Fig. 1: run 1, sequential cells grouped by signal name
Other sequential cells in the stronger gray, the rest of the logic in the fainter gray.
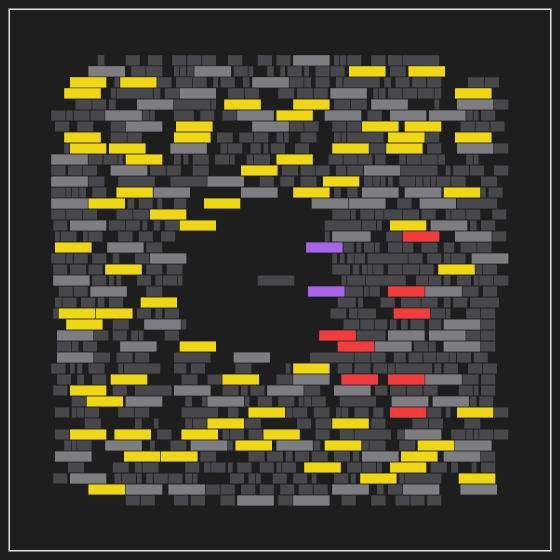
Fig. 2: run 1, cell sizes after repair
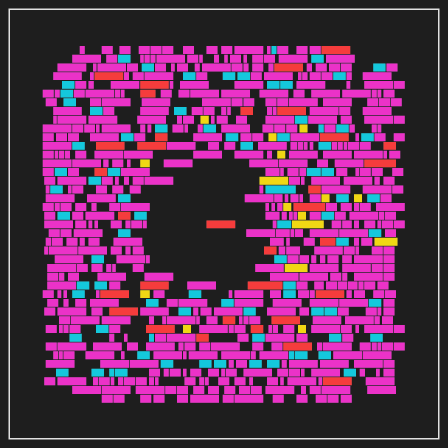
Fig. 3: run 1, cell area per tile
The die is cut into 13 by 13 equal tiles; black is low, pale yellow is high, 0 to 100% covered.
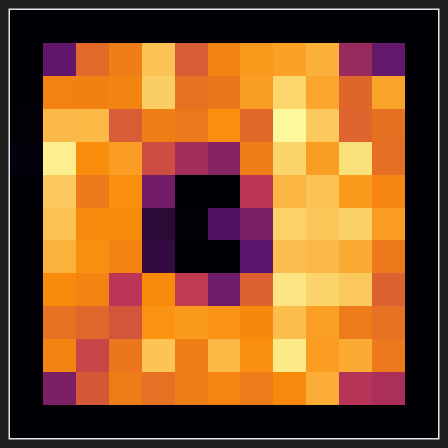
--- src/rtl/pipe_pkg.sv ---
// Shared types for the pipeline stage register: stage state encoding,
// occupancy codes and the state-to-occupancy decode.
package pipe_pkg;

  typedef enum logic [1:0] {
    EMPTY = 2'd0,
    ONE   = 2'd1,
    FULL  = 2'd2
  } stage_state_t;

  localparam logic [1:0] OCC_EMPTY = 2'd0;
  localparam logic [1:0] OCC_ONE   = 2'd1;
  localparam logic [1:0] OCC_FULL  = 2'd2;

  // Number of beats held by the stage in a given state.
  function automatic logic [1:0] state_to_occ(input stage_state_t s);
    logic [1:0] occ;
    case (s)
      EMPTY:   occ = OCC_EMPTY;
      ONE:     occ = OCC_ONE;
      FULL:    occ = OCC_FULL;
      default: occ = OCC_EMPTY;
    endcase
    return occ;
  endfunction

endpackage

--- src/rtl/pipe_stage_reg.sv ---
// Generic inter-stage pipeline register with valid/ready handshake,
// optional two-entry skid buffer and synchronous flush to a bubble.
// The control bundle is held zeroed whenever the stage is empty so that
// a bubble can never retrigger side effects downstream.
module pipe_stage_reg
  import pipe_pkg::*;
#(
  parameter int CTRL_W  = 8,
  parameter int DATA_W  = 64,
  parameter int SKID_EN = 1
) (
  input  logic              clk_i,
  input  logic              rst_i,
  input  logic              flush_i,
  input  logic              stall_i,
  input  logic              in_valid_i,
  output logic              in_ready_o,
  input  logic [CTRL_W-1:0] in_ctrl_i,
  input  logic [DATA_W-1:0] in_data_i,
  output logic              out_valid_o,
  input  logic              out_ready_i,
  output logic [CTRL_W-1:0] out_ctrl_o,
  output logic [DATA_W-1:0] out_data_o,
  output logic [1:0]        occ_o
);

  stage_state_t      state_q, state_d;
  logic              valid_q, valid_d;
  logic [1:0]        occ_q, occ_d;
  logic              rdy_q, rdy_d;
  logic [CTRL_W-1:0] ctrl_q, ctrl_d;
  logic [DATA_W-1:0] data_q, data_d;
  logic [CTRL_W-1:0] skid_ctrl_q, skid_ctrl_d;
  logic [DATA_W-1:0] skid_data_q, skid_data_d;
  logic              in_ready_s;
  logic              in_fire_s;
  logic              out_fire_s;

  // Upstream ready: registered in skid mode, pass-through of downstream space otherwise.
  always_comb begin
    in_ready_s = 1'b0;
    if (SKID_EN != 0) begin
      in_ready_s = rdy_q;
    end else begin
      in_ready_s = ~valid_q | (out_ready_i & ~stall_i);
    end
  end

  assign in_fire_s  = in_valid_i & in_ready_s;
  assign out_fire_s = valid_q & out_ready_i & ~stall_i;

  // Next-state and entry update; flush overrides any transfer in the same cycle.
  always_comb begin
    state_d     = state_q;
    ctrl_d      = ctrl_q;
    data_d      = data_q;
    skid_ctrl_d = skid_ctrl_q;
    skid_data_d = skid_data_q;
    case (state_q)
      EMPTY: begin
        if (in_fire_s) begin
          state_d = ONE;
          ctrl_d  = in_ctrl_i;
          data_d  = in_data_i;
        end else begin
          state_d = EMPTY;
        end
      end
      ONE: begin
        if (in_fire_s && out_fire_s) begin
          state_d = ONE;
          ctrl_d  = in_ctrl_i;
          data_d  = in_data_i;
        end else if (in_fire_s) begin
          if (SKID_EN != 0) begin
            state_d     = FULL;
            skid_ctrl_d = in_ctrl_i;
            skid_data_d = in_data_i;
          end else begin
            // Without a skid entry upstream only fires when the output drains.
            state_d = ONE;
            ctrl_d  = in_ctrl_i;
            data_d  = in_data_i;
          end
        end else if (out_fire_s) begin
          state_d = EMPTY;
        end else begin
          state_d = ONE;
        end
      end
      FULL: begin
        if (out_fire_s) begin
          state_d = ONE;
          ctrl_d  = skid_ctrl_q;
          data_d  = skid_data_q;
        end else begin
          state_d = FULL;
        end
      end
      default: begin
        state_d = EMPTY;
      end
    endcase

    if (flush_i) begin
      // Drop the arriving beat and any skid content; data keeps its last value.
      state_d     = EMPTY;
      ctrl_d      = ctrl_q;
      data_d      = data_q;
      skid_ctrl_d = skid_ctrl_q;
      skid_data_d = skid_data_q;
    end else begin
      state_d = state_d;
    end

    // A bubble always presents an all-zero control bundle.
    if (state_d == EMPTY) begin
      ctrl_d = {CTRL_W{1'b0}};
    end else begin
      ctrl_d = ctrl_d;
    end

    valid_d = (state_d != EMPTY);
    occ_d   = state_to_occ(state_d);
    rdy_d   = (state_d != FULL);
  end

  // Stage state, entries and registered output flags.
  always_ff @(posedge clk_i or posedge rst_i) begin
    if (rst_i) begin
      state_q     <= EMPTY;
      valid_q     <= 1'b0;
      occ_q       <= OCC_EMPTY;
      rdy_q       <= 1'b1;
      ctrl_q      <= {CTRL_W{1'b0}};
      data_q      <= {DATA_W{1'b0}};
      skid_ctrl_q <= {CTRL_W{1'b0}};
      skid_data_q <= {DATA_W{1'b0}};
    end else begin
      state_q     <= state_d;
      valid_q     <= valid_d;
      occ_q       <= occ_d;
      rdy_q       <= rdy_d;
      ctrl_q      <= ctrl_d;
      data_q      <= data_d;
      skid_ctrl_q <= skid_ctrl_d;
      skid_data_q <= skid_data_d;
    end
  end

  assign in_ready_o  = in_ready_s;
  assign out_valid_o = valid_q;
  assign out_ctrl_o  = ctrl_q;
  assign out_data_o  = data_q;
  assign occ_o       = occ_q;

endmodule

--- config.mk ---
export PLATFORM = sky130hd
export DESIGN_NAME = pipe_stage_reg
export DESIGN_NICKNAME = d
export VERILOG_FILES = /design/src/rtl/pipe_pkg.sv /design/src/rtl/pipe_stage_reg.sv
export SDC_FILE = /design/constraint.sdc
export NUM_CORES = 1
export LEC_CHECK = 0
export CORE_MARGIN = 10
export CORE_UTILIZATION = 50
export CTS_CLUSTER_SIZE = 28
export DETAILED_ROUTE_END_ITERATION = 7
export GPL_TIMING_DRIVEN = 0
export PLACE_DENSITY = 0.83
export REMOVE_ABC_BUFFERS = 1
export SLEW_MARGIN = 20
export SYNTH_ARGS = -nofsm -noshare
export SYNTH_HDL_FRONTEND = slang
export SYNTH_SLANG_ARGS = --single-unit
--- constraint.sdc ---
create_clock -name clk_i -period 5.63 [get_ports clk_i]
set_input_delay 1.126 -clock clk_i [delete_from_list [all_inputs] [get_ports clk_i]]
set_output_delay 1.126 -clock clk_i [all_outputs]
set_load 0.02 [all_outputs]
==> summary.txt, run 1 <==
Reports from this run.

- The flow ran to the end, and the final reports show no timing, DRC or antenna violations.
- The via count of the first global-routing pass is 4905.
- Of the combinational cells, the family taking the most area is multiplexers.
- Non-clock buffers make up 20.0% of the layout cell area.
- 0 antenna diodes ended up in the layout.
- The total number of warnings across the stage logs reads 29.
- The flow reports an fmax of 260 MHz.
- The routed wirelength normalized by instance count is 17.9 um.
- At the pin with the least slew margin, the transition time is 0.985 ns.
- The number of max-cap violations is 0.
- The number of tap cells inserted reads 172.
- For the clock group, total power comes out at 1.04 mW.
- The final route contains 4401 vias.
- The y dimension of the die reads 134 um.
- The destination of the critical timing path is out_data_o[39]$_DFFE_PP0P_.
- The layout overhead on the synthesized area is 36.0%.
- The OpenROAD report gives the critical path a required time of 5.97 ns.
- Counting along the longest clock path gives a buffer depth of 2.
- The Yosys step of the flow raised 0 warnings.
- The root buffer cell is sky130_fd_sc_hd__clkbuf_16.
- The leading area contributor after synthesis reads sky130_fd_sc_hd__dfrtp_1.
- The final-layout clock-cell area share reads 6.17%.
- The final timing report lists clock skew as 0.00955 ns.
- The area fraction in mux cells is 23.8%.
- The biggest cell delay along the critical path reads 0.50 ns.
- The post-synthesis share of cell area spent on full adders, half adders and majority gates reads 1.17%.
- The final report lists the setup-violating endpoint count as 0.
- Leaving out the clock tree, the finished layout contains an inverter count of 6.
- Of the total synthesized cell area, the portion taken by AND-OR and OR-AND cells is 8.04%.
- The depth of the critical timing path with buffers and inverters included reads 14.
- The number of CTS-inserted buffers is 17.
- The area share of xor/xnor cells in the synthesized design is 0%.
- The part of the power in registers is 42.9%.
- The number of setup buffers added after CTS reads 0.
- The layout sequential cell count is 150.
- Of all flip-flops after synthesis, the portion carrying an async set or reset was 100%.
- The worst setup path is launched from an input pin.
- From left edge to right edge, the die measures 134 um.
- The power consumed by combinational cells reads 1.12 mW.
- The post-synthesis cell count from yosys reads 504.
- The die covers 17800 um^2.
- For the worst reg-to-reg path, the startpoint reported by OpenROAD is state_q[0]$_DFF_PP0_.
- The post-place setup slack is 1.37 ns.
- The effective utilization at floorplan reads 51.1%.
- The number of levels in the clock H-tree reads 4.
- Looking at the critical path, the highest net fanout was 17.
- The portion of synthesized cell area occupied by the leading cell type reads 57.9%.
- The slack of the critical path reads 1.79 ns.
- The path type of the worst setup path reads in -> reg.
- The cell count of the worst reg-to-reg path reads 12.
- The time the worst path needs with I/O delays and setup is 3.84 ns.
- Max-slew check failures listed in the final report amount to 0.
- The remaining global-route overflow is 0.
- The most frequently used library cell after synthesis is sky130_fd_sc_hd__dfrtp_1.
- The number of antenna violations at the first check in global routing is 0.
- The starting DRC count in detailed routing is 148.
- The layout filler cell count is 941.
- Dividing total power by cell area gives a power density of 432 nW/um^2.
- The number of detailed-route iterations in the first pass reads 4.
- The fraction of power spent switching nets is 30.1%.
- The share of power burned in combinational logic reads 29.7%.
- TritonCTS built the clock tree.
- The headroom to the max-slew limit is 34.1%.
- The number of library cell types mapped by synthesis is 24.
- The slowest stage of the critical path is the sky130_fd_sc_hd__clkdlybuf4s50_1 cell.
- The met1 routed wirelength after detailed routing reads 6180 um.
- The total area of multi-input combinational cells is 2470 um^2.
- The tally of nets with antenna violations remaining after routing is 0.
- The fraction of the cycle the final worst path needs reads 68.3%.
- The timing startpoint of the critical path reads out_ready_i.
- The layout has 21 clock buffers.
- The finished design was reported to have a net count of 747.
- Yosys attributes the largest share of cell area to sky130_fd_sc_hd__dfrtp_1, sky130_fd_sc_hd__mux2_2, sky130_fd_sc_hd__mux2i_1.
- Per the detailed placement report, the placed cell area equals 8230 um^2.
- In this run the critical path is formed by clkdlybuf4s50_1 -> nand3b_4 -> inv_1 -> ha_1 -> and2b_1 -> a2111oi_4 -> buf_6 -> buf_4 -> buf_4 -> buf_4 -> buf_6 -> buf_6 -> nor2_1 -> a21oi_1.
- The detailed route wirelength on metal2 reads 7610 um.
- The share of synthesized area occupied by flip-flops and latches reads 58.3%.
- The largest net degree at the start of global routing reads 82.
- The cell total after placement reads 816.
- The static leakage is 3.55 nW.
- The average cell area after synthesis is 12.8 um^2.
Notes on Fig. 1 above:
Red marks skid_ctrl_q, flops 8, where right middle. Purple marks state_q, flops 2. Yellow marks skid_data_q, flops 64, where widely spread.
Another 76 sequential cells are not colored.
Layout Utilization: 69.5%
fraction of area in registers: 42.8%
area taken by flip-flops and latches: 3750 um^2
Flop+latch power: 1.62 mW

Notes on Fig. 2 above:
Magenta marks drive 1 or less, cells 546, share 81%, most used clkdlybuf4s50_1. Red marks drive 6 and up, cells 32, share 4.7%, most used clkbuf_16. Cyan marks drive 2, cells 80, share 12%, most used mux2_2. Yellow marks drive 3 to 4, cells 16, share 2.4%, most used buf_4.

Notes on Fig. 3 above:
The densest ninth of the die: right middle. 30% of the tiles are over 75% full. The fullest tile reaches 99%. 31% of the tiles are nearly empty.

==> inputs of run 2 (changes only) <==
==> constraint.sdc (replaced) <==
create_clock -name clk_i -period 3.9 [get_ports clk_i]
set_input_delay 0.78 -clock clk_i [delete_from_list [all_inputs] [get_ports clk_i]]
set_output_delay 0.78 -clock clk_i [all_outputs]
set_load 0.02 [all_outputs]
==> run 2 against run 1 <==
Net effect: hold slack is the same; largest cell class unchanged; wire length did not move; worst setup slack got worse by 1.4 ns; critical endpoint unchanged.
==> summary.txt, run 2 <==
Reports from this run.

- Listed in order, past its start point the critical path passes clkdlybuf4s50_1 -> nand3b_4 -> inv_1 -> ha_1 -> and2b_1 -> a2111oi_4 -> buf_6 -> buf_4 -> buf_4 -> buf_4 -> buf_6 -> buf_6 -> nor2_1 -> a21oi_1.
- The detailed route wirelength on metal2 reads 7610 um (unchanged).
- The path type of the worst setup path reads in -> reg.
- The TritonCTS clock tree is built.
- The total number of warnings across the stage logs is 29 (unchanged).
- The portion of synthesized cell area occupied by the leading cell type is 57.9% (unchanged).
- The worst clock skew reads 0.00955 ns (unchanged).
- Per the synthesis report, the dominant area consumer among library cells is sky130_fd_sc_hd__dfrtp_1.
- The area share of xor/xnor cells in the synthesized design reads 0% (unchanged).
- The number of library cell types mapped by synthesis is 24 (unchanged).
- The part of the power in registers is 42.9% (about the same).
- The number of signal-net inverters in the final layout is 6 (unchanged).
- The reported sequential group power is 2.34 mW (+44%).
- The fraction of power spent switching nets is 30.1% (about the same).
- The clock distribution power was 1.50 mW (+44%).
- The utilization after layout is 69.5% (unchanged).
- The flow ran to the end, and the final reports show no timing, DRC or antenna violations.
- The area fraction in mux cells was 23.8% (unchanged).
- The total cell area at the placement stage came to 8230 um^2 (unchanged).
- CTS placed an instance of sky130_fd_sc_hd__clkbuf_16 at the clock tree root.
- The destination of the critical timing path reads out_data_o[39]$_DFFE_PP0P_.
- The total die area is 17800 um^2 (unchanged).
- The beginning of the worst register-to-register path is state_q[0]$_DFF_PP0_.
- The number of detailed-route iterations in the first pass is 4 (unchanged).
- Looking at the gate-level netlist, the highest instance count belongs to sky130_fd_sc_hd__dfrtp_1.
- The largest net degree at the start of global routing is 82 (unchanged).
- The headroom to the max-slew limit reads 34.1% (unchanged).
- The total via count after detailed routing came to 4401 (unchanged).
- The number of max-cap violations is 0 (unchanged).
- The total of clock buffers placed in the layout reads 21 (unchanged).
- The time the worst path needs with I/O delays and setup is 3.50 ns.
- Sorting the synthesized cells by area gives the leading types as sky130_fd_sc_hd__dfrtp_1, sky130_fd_sc_hd__mux2_2, sky130_fd_sc_hd__mux2i_1.
- The static leakage reads 3.55 nW (unchanged).
- The via count of the first global-routing pass reads 4905 (unchanged).
- The power consumed by combinational cells is 1.62 mW (+45%).
- The remaining global-route overflow is 0 (unchanged).
- The post-synthesis share of cell area spent on full adders, half adders and majority gates reads 1.17% (unchanged).
- The power per unit of standard cell area reads 623 nW/um^2 (+44%).
- The fraction of the cycle the final worst path needs reads 89.7%.
- The number of setup buffers added after CTS is 0 (unchanged).
- The worst path required time is 4.24 ns (-1.73 ns).
- The final-report max-slew violation count reads 0 (unchanged).
- The Yosys warning count is 0 (unchanged).
- The actual slew at the worst max-slew pin is 0.985 ns (unchanged).
- The number of antenna cells inserted is 0 (unchanged).
- The post-synthesis cell count from yosys is 504 (unchanged).
- The layout buffering overhead excluding clock cells came to 20.0% (unchanged).
- The biggest cell delay along the critical path reads 0.50 ns (about the same).
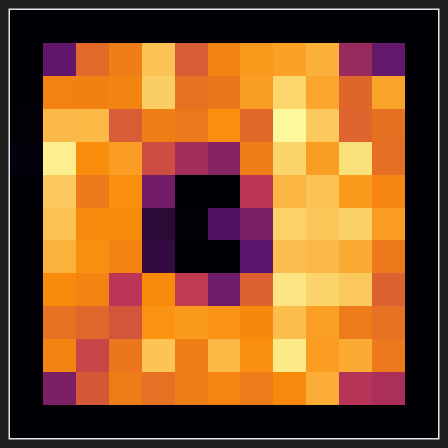
Fig. 4. Cell area per tile (run 2).
The die is cut into 13 by 13 equal tiles; black is low, pale yellow is high, 0 to 100% covered.
31% of the tiles are nearly empty. 30% of the tiles are over 75% full. The fullest tile reaches 99%. The densest ninth of the die: right middle.
Core Footprint: 12600 um^2
Core Density at Floorplan: 51.1%

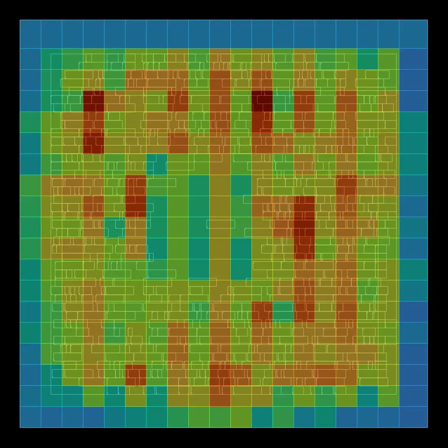
Fig. 5. Congestion heat map (run 2).
average detailed-routed wire length per instance: 17.9 um
overall track demand over capacity in global routing: 17.4%
routing usage on met3: 7.71%
highest-utilization routing layer at the global route stage: met2
met1 global-route usage: 19.2%

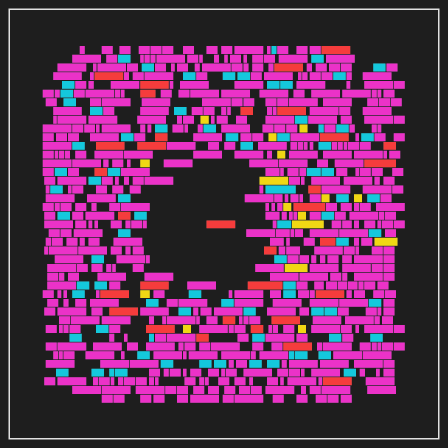
Fig. 6. Cell sizes after repair (run 2).
Magenta marks drive 1 or less, cells 546, share 81%, most used clkdlybuf4s50_1. Red marks drive 6 and up, cells 32, share 4.7%, most used clkbuf_16. Yellow marks drive 3 to 4, cells 16, share 2.4%, most used buf_4. Cyan marks drive 2, cells 80, share 12%, most used mux2_2.
worst setup margin: 0.403 ns
growth of design area from synthesis to finish: 36.0%
final design instance area without fill: 8770 um^2

Power and IR drop assume default switching activity.
